Figure 1. Cell area per tile (run 1).
7 x 7 tiles, from white (low) to dark blue (high), 0 to 100% covered.
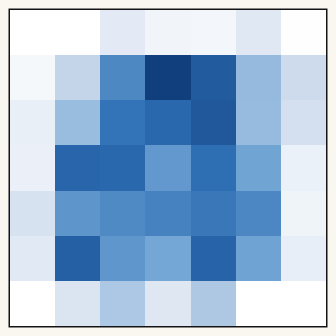
Figure 2. Sequential cells grouped by signal name (run 1).
Scale bar: 20 um. Other sequential cells in the stronger grey, the rest of the logic in the fainter grey.
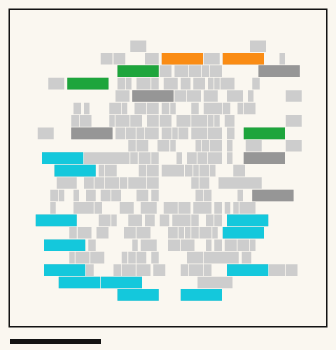
Figure 3. Cell classes on the final placement (run 1).
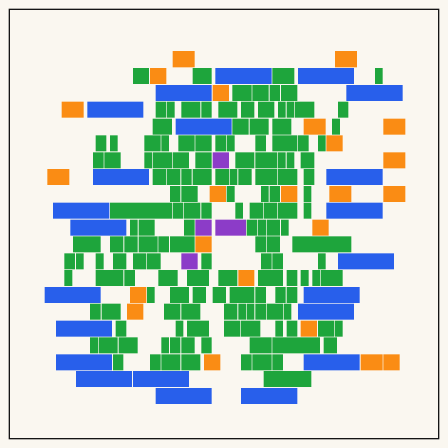
### src/rtl/dht11_start_ctrl.sv
// dht11_start_ctrl
// Host-side start sequencer for a DHT11 single-wire sensor. On a start
// request it holds the bus low for the host start pulse, releases it, times
// the sensor's low/high response and then opens a fixed-length window (en)
// for the downstream bit receiver. It finishes with a one-cycle done pulse,
// or with a one-cycle error pulse and a cause code.
//
// Ports:
//   clk             sensor-domain clock, rising edge
//   rst_n           asynchronous active-low reset
//   start           read request, sampled only while idle
//   dht11_data_s    synchronized bus level (1 = high / released)
//   dht11_drive_low 1 = drive bus to 0, 0 = release bus
//   en              enable to the bit receiver for one frame window
//   busy            high from start acceptance until the done/error cycle
//   done            one-cycle pulse, frame window completed
//   error           one-cycle pulse, handshake failed
//   err_code        0 none, 1 no response, 2 bad response-low,
//                   3 bad response-high; held until the next accepted start
module dht11_start_ctrl #(
  parameter int unsigned START_LOW_TICKS   = 3516,
  parameter int unsigned RELEASE_MAX_TICKS = 8,
  parameter int unsigned RESP_MIN_TICKS    = 12,
  parameter int unsigned RESP_MAX_TICKS    = 20,
  parameter int unsigned FRAME_TICKS       = 1000,
  parameter int unsigned CNT_W             = 12
) (
  input  logic       clk,
  input  logic       rst_n,
  input  logic       start,
  input  logic       dht11_data_s,
  output logic       dht11_drive_low,
  output logic       en,
  output logic       busy,
  output logic       done,
  output logic       error,
  output logic [1:0] err_code
);

  typedef enum logic [2:0] {
    S_IDLE,
    S_START_LOW,
    S_WAIT_RESP,
    S_RESP_LOW,
    S_RESP_HIGH,
    S_RECEIVE,
    S_DONE,
    S_ERROR
  } state_t;

  localparam logic [CNT_W-1:0] CNT_MAX     = '1;
  localparam logic [CNT_W-1:0] START_LAST  = CNT_W'(START_LOW_TICKS - 1);
  localparam logic [CNT_W-1:0] RELEASE_MAX = CNT_W'(RELEASE_MAX_TICKS);
  localparam logic [CNT_W-1:0] RESP_MIN    = CNT_W'(RESP_MIN_TICKS);
  localparam logic [CNT_W-1:0] RESP_MAX    = CNT_W'(RESP_MAX_TICKS);
  localparam logic [CNT_W-1:0] FRAME_LAST  = CNT_W'(FRAME_TICKS - 1);
  localparam logic [CNT_W-1:0] CNT_ONE     = CNT_W'(1);

  localparam logic [1:0] ERR_NONE      = 2'd0;
  localparam logic [1:0] ERR_NO_RESP   = 2'd1;
  localparam logic [1:0] ERR_BAD_LOW   = 2'd2;
  localparam logic [1:0] ERR_BAD_HIGH  = 2'd3;

  state_t           state;
  logic [CNT_W-1:0] cnt;
  logic [CNT_W-1:0] cnt_inc;
  logic             len_ok;

  // Saturating increment: the phase counter never wraps.
  assign cnt_inc = (cnt == CNT_MAX) ? cnt : cnt + CNT_ONE;

  // Length of the response phase just ended is within the accepted window.
  assign len_ok = (cnt >= RESP_MIN) && (cnt <= RESP_MAX);

  // Sequencer with registered outputs; done/error default low so they pulse.
  always_ff @(posedge clk or negedge rst_n) begin
    if (!rst_n) begin
      state           <= S_IDLE;
      cnt             <= '0;
      dht11_drive_low <= 1'b0;
      en              <= 1'b0;
      busy            <= 1'b0;
      done            <= 1'b0;
      error           <= 1'b0;
      err_code        <= ERR_NONE;
    end else begin
      done  <= 1'b0;
      error <= 1'b0;
      case (state)
        S_IDLE: begin
          cnt <= '0;
          if (start) begin
            state           <= S_START_LOW;
            dht11_drive_low <= 1'b1;
            busy            <= 1'b1;
            err_code        <= ERR_NONE;
          end
        end

        S_START_LOW: begin
          if (cnt == START_LAST) begin
            state           <= S_WAIT_RESP;
            cnt             <= '0;
            dht11_drive_low <= 1'b0;
          end else begin
            cnt <= cnt_inc;
          end
        end

        // Bus released; the first low sample already counts as one tick.
        S_WAIT_RESP: begin
          if (!dht11_data_s) begin
            state <= S_RESP_LOW;
            cnt   <= CNT_ONE;
          end else if (cnt_inc >= RELEASE_MAX) begin
            state    <= S_ERROR;
            cnt      <= '0;
            busy     <= 1'b0;
            error    <= 1'b1;
            err_code <= ERR_NO_RESP;
          end else begin
            cnt <= cnt_inc;
          end
        end

        S_RESP_LOW: begin
          if (dht11_data_s) begin
            if (len_ok) begin
              state <= S_RESP_HIGH;
              cnt   <= CNT_ONE;
            end else begin
              state    <= S_ERROR;
              cnt      <= '0;
              busy     <= 1'b0;
              error    <= 1'b1;
              err_code <= ERR_BAD_LOW;
            end
          end else if (cnt >= RESP_MAX) begin
            // Still low past the maximum: fail without waiting for the edge.
            state    <= S_ERROR;
            cnt      <= '0;
            busy     <= 1'b0;
            error    <= 1'b1;
            err_code <= ERR_BAD_LOW;
          end else begin
            cnt <= cnt_inc;
          end
        end

        // The closing falling edge is the start of the first data bit.
        S_RESP_HIGH: begin
          if (!dht11_data_s) begin
            if (len_ok) begin
              state <= S_RECEIVE;
              cnt   <= '0;
              en    <= 1'b1;
            end else begin
              state    <= S_ERROR;
              cnt      <= '0;
              busy     <= 1'b0;
              error    <= 1'b1;
              err_code <= ERR_BAD_HIGH;
            end
          end else if (cnt >= RESP_MAX) begin
            state    <= S_ERROR;
            cnt      <= '0;
            busy     <= 1'b0;
            error    <= 1'b1;
            err_code <= ERR_BAD_HIGH;
          end else begin
            cnt <= cnt_inc;
          end
        end

        // Fixed frame window; bus level is the bit receiver's business.
        S_RECEIVE: begin
          if (cnt == FRAME_LAST) begin
            state <= S_DONE;
            cnt   <= '0;
            en    <= 1'b0;
            busy  <= 1'b0;
            done  <= 1'b1;
          end else begin
            cnt <= cnt_inc;
          end
        end

        S_DONE: begin
          state <= S_IDLE;
          cnt   <= '0;
        end

        S_ERROR: begin
          state <= S_IDLE;
          cnt   <= '0;
        end

        default: begin
          state           <= S_IDLE;
          cnt             <= '0;
          dht11_drive_low <= 1'b0;
          en              <= 1'b0;
          busy            <= 1'b0;
        end
      endcase
    end
  end

endmodule

### config.mk
export PLATFORM = sky130hd
export DESIGN_NAME = dht11_start_ctrl
export DESIGN_NICKNAME = d
export VERILOG_FILES = /design/src/rtl/dht11_start_ctrl.sv
export SDC_FILE = /design/constraint.sdc
export NUM_CORES = 1
export LEC_CHECK = 0
export CAP_MARGIN = 20
export CORE_MARGIN = 5
export CORE_UTILIZATION = 50
export DETAILED_ROUTE_END_ITERATION = 10
export PLACE_DENSITY = 0.69
export SLEW_MARGIN = 15
export SYNTH_ARGS = -nofsm -noshare
export SYNTH_HDL_FRONTEND = slang
export SYNTH_SLANG_ARGS = --single-unit
### constraint.sdc
create_clock -name clk -period 2.71 [get_ports clk]
set_input_delay 0.542 -clock clk [delete_from_list [all_inputs] [get_ports clk]]
set_output_delay 0.542 -clock clk [all_outputs]
set_load 0.03 [all_outputs]
==> results_dict.tcl, run 1 <==
# metrics dict for downstream scripts
set metrics [dict create \
    p_sw_uw 598 \
    grt_util_met3_pct 2.91 \
    top_area_share_pct 31.5 \
    gr-usage-met2_pct 23.7 \
    power_frac_comb_pct 52.8 \
    routed.top_layer "met4" \
    setup_viol 0 \
    async_flop_share_pct 100 \
    htreeDepth 1 \
    worst-path-stages 7 \
    post_cts_resized 0 \
    fin_worst_skew_ns 0.00998 \
    edf_count 0 \
    p_per_area_nw_per_um2 743 \
    critPathSlowestCell "dfrtp_1" \
    grt.met1_usage_pct 25.3 \
    fin_crit_ns 2.41 \
    endpoint_kind "flop" \
    holdPathStages 1 \
    cts-buffers-inserted 3 \
    peakVddDrop_uv 340 \
    grt_pass1_vias 1385 \
    syn_nets 198 \
    pwr-share-seq_pct 33.7 \
    finalCritPeriodShare_pct 89.1 \
    area_growth_pct 7.65 \
    place_hpwl_mm 2.88 \
    path_buffers 1 \
    worstHoldEndpoint "busy" \
    cts_tree "yes" \
    cp_top_family "simple AND/OR/NAND/NOR gates" \
    warnings 27 \
    drtIter0Drc 135 \
    worstSkewPairLatency_ns 0.31 \
    antenna_cells 0 \
    synthTopCellsByArea "dfrtp_1 (31%), clkbuf_8 (3.9%), nor2_1 (3.4%)" \
    clk_pin_slew_worst_paths_ns 0.14 \
    startpoint "cnt[3]" \
    simple_gate_share_pct 25.5 \
    finalMaxSlewViolations 0 \
    most-common-layout-cells "dfrtp_1 (22), nor2_1 (16), nand2_1 (14)" \
    ys_sh_xor_pct 5.08 \
    grt_pass1_wl_mm 6.70 \
    avgSynthCellArea_um2 9.11 \
    wl_per_cell_um 16.2 \
    wl_met2_mm 1.72 \
    pin_count 11 \
    ff2ff_setup_slack_ns 0.30 \
    drc 0 \
    grt_max_degree 23 \
    relSlewSlack_pct 66.3 \
    internal_power_uw 802 \
    top_cell "dfrtp_1" \
    clockBufferDepth 2 \
    hp-class "reg2reg" \
    outcome "finished, final reports clean" \
    hold_buffers 0 \
    fin_ws_ns 0.296 \
    grtUsageTotal_pct 16.7 \
    cp_max_fo 12 \
    hold_violations 0 \
    drive_above_1_share_pct 12.8 \
    fin_cells 249 \
    mux_area_share_pct 1.79 \
    criticalPathCategory "reg2reg" \
    regToRegStartpoint "cnt[3]" \
    cap_violations 0 \
    dp.cells 245 \
]
-- Figure 1 (at the start) --
The densest ninth of the die: centre. 12% of the tiles are nearly empty. The fullest tile reaches 94%. The mean over all tiles is 38%. 16% of the tiles are over 75% full.
Core Area: 3360 um^2
post-layout util: 56.0%
Init Core Util: 52.0%

-- Figure 2 (at the start) --
Key: orange = err_code [flops 2]; green = state [flops 3]; cyan = cnt [flops 12]
Another 5 sequential cells are not coloured.
total area of sequential cells: 551 um^2
Sequential Power: 471 uW
flop share of the area: 29.2%

-- Figure 3 (at the start) --
Key: purple = clock drivers and dummy loads [cells 4]; green = all other logic [cells 154]; orange = other buffers and delay cells [cells 23]; blue = flip-flops [cells 22]
row count: 21
design area: 1880 um^2

-- run 1: area by class of cell --
class	instances	area (um^2)
Fill cell	312	1480
Multi-Input combinational cell	148	1020
Sequential cell	22	551
Timing Repair Buffer	23	198
Tap cell	46	57.6
Clock buffer	4	36.3
Inverter	6	22.5
-- run 1: registers in the layout (all words and copies together) (netlist names) --
register / flops
cnt: 12
state: 3
err_code: 2
busy: 1
dht11_drive_low: 1
done: 1
en: 1
error: 1
-- run 1: power by group through the flow --
| stage | clock network [uW] | registers (uW) | logic, uW |
|---|---|---|---|
| 6_report | 190 | 471 | 739 |
| 5_1_grt | 211 | 480 | 809 |
| 4_1_cts | 198 | 469 | 737 |
| 3_5_place_dp | 0 | 477 | 733 |
| 3_3_place_gp | 0 | 476 | 724 |
| 2_1_floorplan | 0 | 472 | 560 |
==> inputs of run 2 (changes only) <==
--- a/config.mk
+++ b/config.mk
@@ -9,7 +9,9 @@
 export CORE_MARGIN = 5
 export CORE_UTILIZATION = 50
 export DETAILED_ROUTE_END_ITERATION = 10
+export GPL_ROUTABILITY_DRIVEN = 0
 export PLACE_DENSITY = 0.69
+export RECOVER_POWER = 25
 export SLEW_MARGIN = 15
 export SYNTH_ARGS = -nofsm -noshare
 export SYNTH_HDL_FRONTEND = slang
Figure 4. Cell area per tile (run 2).
7 x 7 tiles, from white (low) to dark blue (high), 0 to 100% covered.
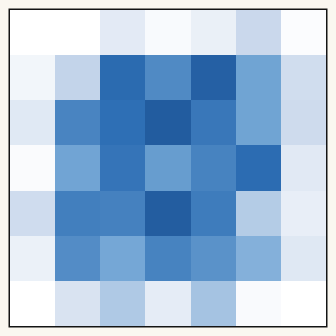
post-layout util: 55.7%

Figure 5. Cell classes on the final placement (run 2).
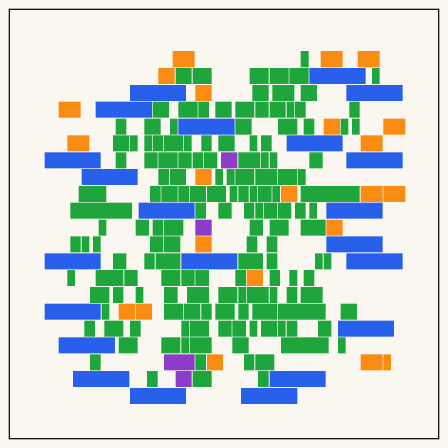
flop share of the area: 29.4%
design area: 1870 um^2

==> run 2 against run 1 <==
Power grew 0.96%. Via count grew 1.3%. Worst setup slack lost 0.064 ns. Worst hold slack lost 0.0015 ns. Combinational power grew 2%. Register-to-register slack lost 0.06 ns.
==> results_dict.tcl, run 2 <==
# metrics dict for downstream scripts
set metrics [dict create \
    outcome "finished, final reports clean" \
    wl_met2_mm 1.81 \
    seq_cells 22 \
    arrival_ns 2.69 \
    drive_above_1_share_pct 11.9 \
    hp-class "reg2reg" \
    cts-buffers-inserted 3 \
    rows 21 \
    dieWidth_um 69.1 \
    comb-power_uw 752 \
    cp_max_fo 9 \
    internal_power_uw 803 \
    seq_area_um2 551 \
    num-nonclk-inverters 6 \
    most-common-layout-cells "dfrtp_1 (22), nor2_1 (16), nand2_1 (14)" \
    top_cell "dfrtp_1" \
    pwr-share-seq_pct 33.1 \
    syn_nets 198 \
    setup_viol 0 \
    grtUsageTotal_pct 17.6 \
    fillerInstances 342 \
    initCoreUtil_pct 52.0 \
    routed.top_layer "met4" \
    drc 0 \
    wl_per_cell_um 16.6 \
    relSlewSlack_pct 16.9 \
    clk_pin_slew_worst_paths_ns 0.13 \
    async_flop_share_pct 100 \
    place_hpwl_mm 2.93 \
    largest_reg_flops 12 \
    dp.cells 244 \
    p_per_area_nw_per_um2 755 \
    synthTopCellsByArea "dfrtp_1 (31%), clkbuf_8 (3.9%), nor2_1 (3.4%)" \
    finalMaxSlewViolations 0 \
    route.met3.wl_um 339 \
    critPathSlowestCell "dfrtp_1" \
    synth_area_um2 1750 \
    avgSynthCellArea_um2 9.11 \
    largestPowerGroup "combinational logic" \
    grt_pass1_wl_mm 7.06 \
    coreArea_um2 3360 \
    fin_crit_ns 2.48 \
    cp_top_family "AND-OR/OR-AND gates" \
    warnings 27 \
    clockBufferDepth 2 \
    regToRegStartpoint "cnt[6]" \
    path_buffers 2 \
    hold_violations 0 \
    peakVddDrop_uv 307 \
    endpoint_kind "flop" \
    post_cts_resized 0 \
    p_clk_uw 194 \
    taps 46 \
    grt.met1_usage_pct 24.8 \
    clockNetworkAreaShare_pct 1.94 \
    reg_top3 "cnt x12, state x3, err_code x2" \
    dominant_cells "combinational gates" \
    cts_tree "yes" \
    powerSeq_uw 468 \
    finalCritPeriodShare_pct 91.4 \
    htreeDepth 1 \
    antenna_cells 0 \
    ff2ff_setup_slack_ns 0.23 \
    worst-path-stages 8 \
    fin_worst_skew_ns 0.00703 \
    fin_ws_ns 0.232 \
    power_frac_comb_pct 53.2 \
    gr-usage-met2_pct 26.2 \
    drtIter0Drc 113 \
    fin_cells 248 \
    top_area_share_pct 31.5 \
    nMultiInputCombCells 148 \
    grt_max_degree 23 \
    buffers_excl_clock 22 \
    p_sw_uw 610 \
    hold_buffers 0 \
    startpoint "cnt[6]" \
    cap_violations 0 \
    nClkBuffers 4 \
    largest-register "cnt" \
    worstSkewPairLatency_ns 0.33 \
    grt_pass1_vias 1475 \
]
## run 2: cell counts after synthesis
No cell type changed its count.
## run 2: stage by stage
step | hold slack (ns) | area, um^2
floorplan | 0.246 | 1750
global placement | 0.506 | 1840
detailed placement | 0.497 | 1840
CTS | 0.534 | 1880
global route | 0.557 | 1870
finish | 0.529 | 1870
## run 2: logic make-up (layout without fill, tap and decap cells)
kind of cell / count (synthesis) / count (layout) / share of synthesized area, %
AND-OR/OR-AND: 58 / 58 / 24.5
XOR/XNOR: 8 / 8 / 5.08
adder cells (fa/ha/maj): 2 / 2 / 1.43
buffers and inverters: 22 / 32 / 10.3
flip-flops: 22 / 22 / 31.5
multiplexers: 3 / 3 / 1.79
AND/OR/NAND/NOR: 77 / 77 / 25.5
==> inputs of run 3 (changes only) <==
--- a/config.mk
+++ b/config.mk
@@ -5,6 +5,7 @@
 export SDC_FILE = /design/constraint.sdc
 export NUM_CORES = 1
 export LEC_CHECK = 0
+export ABC_AREA = 1
 export CAP_MARGIN = 20
 export CORE_MARGIN = 5
 export CORE_UTILIZATION = 50
Figure 6. Cell classes on the final placement (run 3).
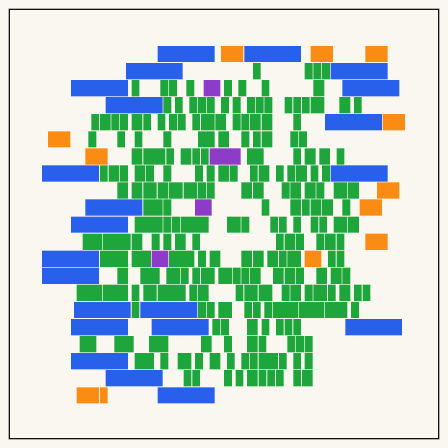
design area: 1880 um^2
Core Area: 3310 um^2
flop share of the area: 29.4%
post-layout util: 56.7%

Figure 7. Cell area per tile (run 3).
7 x 7 tiles, from white (low) to dark blue (high), 0 to 100% covered.
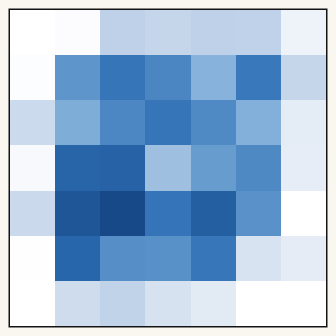
The fullest tile reaches 90%. The mean over all tiles is 39%. The emptiest ninth of the die: south-east. The densest ninth of the die: centre. 12% of the tiles are over 75% full. 16% of the tiles are nearly empty.
Init Core Util: 51.2%

==> run 3 against run 2 <==
Worst setup slack improved by 0.16 ns. Sequential share of layout area fell by 0.059 points. Critical endpoint is now state[1]. Clock skew fell by 0.0049 ns. Die area fell by 2.7%. Clock power fell by 4%. Critical path depth rose by 5. Cell count rose by 27%.
==> results_dict.tcl, run 3 <==
# metrics dict for downstream scripts
set metrics [dict create \
    peakVddDrop_uv 399 \
    holdPathStages 2 \
    hold_violations 0 \
    fa_ha_area_share_pct 1.48 \
    outcome "finished, final reports clean" \
    clockBufferDepth 2 \
    warnings 27 \
    async_flop_share_pct 100 \
    critPathSlowestCell "dfrtp_1" \
    hold_ws_ns 0.485 \
    top_cell "nand2_1" \
    drc 0 \
    startpoint "cnt[0]" \
    seq_cells 22 \
    synth_area_um2 1690 \
    clk_pin_slew_worst_paths_ns 0.13 \
    place_hpwl_mm 3.12 \
    arrival_ns 2.58 \
    criticalPathCategory "reg2reg" \
    cts-buffers-inserted 3 \
    drtIter0Drc 167 \
    cts_tree "yes" \
    post_cts_resized 0 \
    most-common-layout-cells "nand2_1 (71), inv_1 (32), nor2_1 (31)" \
    num-nonclk-inverters 34 \
    grt_pass1_vias 1458 \
    fin_cells 314 \
    clockNetworkAreaShare_pct 1.93 \
    cap_violations 0 \
    nClkBuffers 4 \
    nMultiInputCombCells 196 \
    pin_count 11 \
    synthTopLogicFamily "simple AND/OR/NAND/NOR gates" \
    fillerInstances 335 \
    ys_sh_xor_pct 1.55 \
    cp_top_family "simple AND/OR/NAND/NOR gates" \
    drive_above_1_share_pct 10.4 \
    synthTopCellsByArea "dfrtp_1 (32%), nand2_1 (16%), nand3_1 (8.9%)" \
    comb_area_share_pct 52.9 \
    largest_reg_flops 12 \
    mi_logic_area_um2 992 \
    worst-path-stages 13 \
    dp.cells 310 \
    hp-class "reg2reg" \
    mux_area_share_pct 0 \
    synth-compound-area-share_pct 11.9 \
    endpoint_kind "flop" \
    syn_nets 261 \
    taps 46 \
    htreeDepth 1 \
    wl_per_cell_um 12.6 \
    dieWidth_um 68.2 \
    worstHoldEndpoint "err_code[1]" \
    area_growth_pct 10.7 \
    top_area_share_pct 32.5 \
    worstSkewPairLatency_ns 0.31 \
    fin_ws_ns 0.390 \
    largest-register "cnt" \
    ff2ff_setup_slack_ns 0.39 \
    fin_worst_skew_ns 0.00218 \
    path_buffers 2 \
    cp_max_fo 12 \
    edf_count 0 \
    finalMaxSlewViolations 0 \
    buffers_excl_clock 12 \
    reg_top3 "cnt x12, state x3, err_code x2" \
    antenna_found_initial 0 \
    avgSynthCellArea_um2 6.64 \
    layout.nonclk_buf_share_pct 5.94 \
]
run 3: netlist changes by cell type after synthesis, sizes merged, moves of 4 or more:
cell	previous run	this run
nand2	14	73
inv	5	33
nor2	16	39
nand3	10	32
buf	11	3
clkbuf	5	0
a31oi	4	0
nor2b	4	0
xnor2	5	1
run 3: metal layers:
metal / vias to the layer above / global-route usage (%) / part of all wire, % / wire, um
met1: 746 / 29.7 / 51 / 2010
met2: 73 / 27.9 / 41 / 1600
met3: 5 / 2.79 / 7.2 / 286
met4: 0 / 5.21 / 1.2 / 49
li1: 853 / - / - / -
met5: - / 0 / 0 / 0
run 3: report_power, final:
part	total, uW	switching (uW)	internal (uW)
Clock	187	105	82.2
Sequential	475	72.9	403
Combinational	756	500	256
Power is estimated from default activity; no workload was simulated.
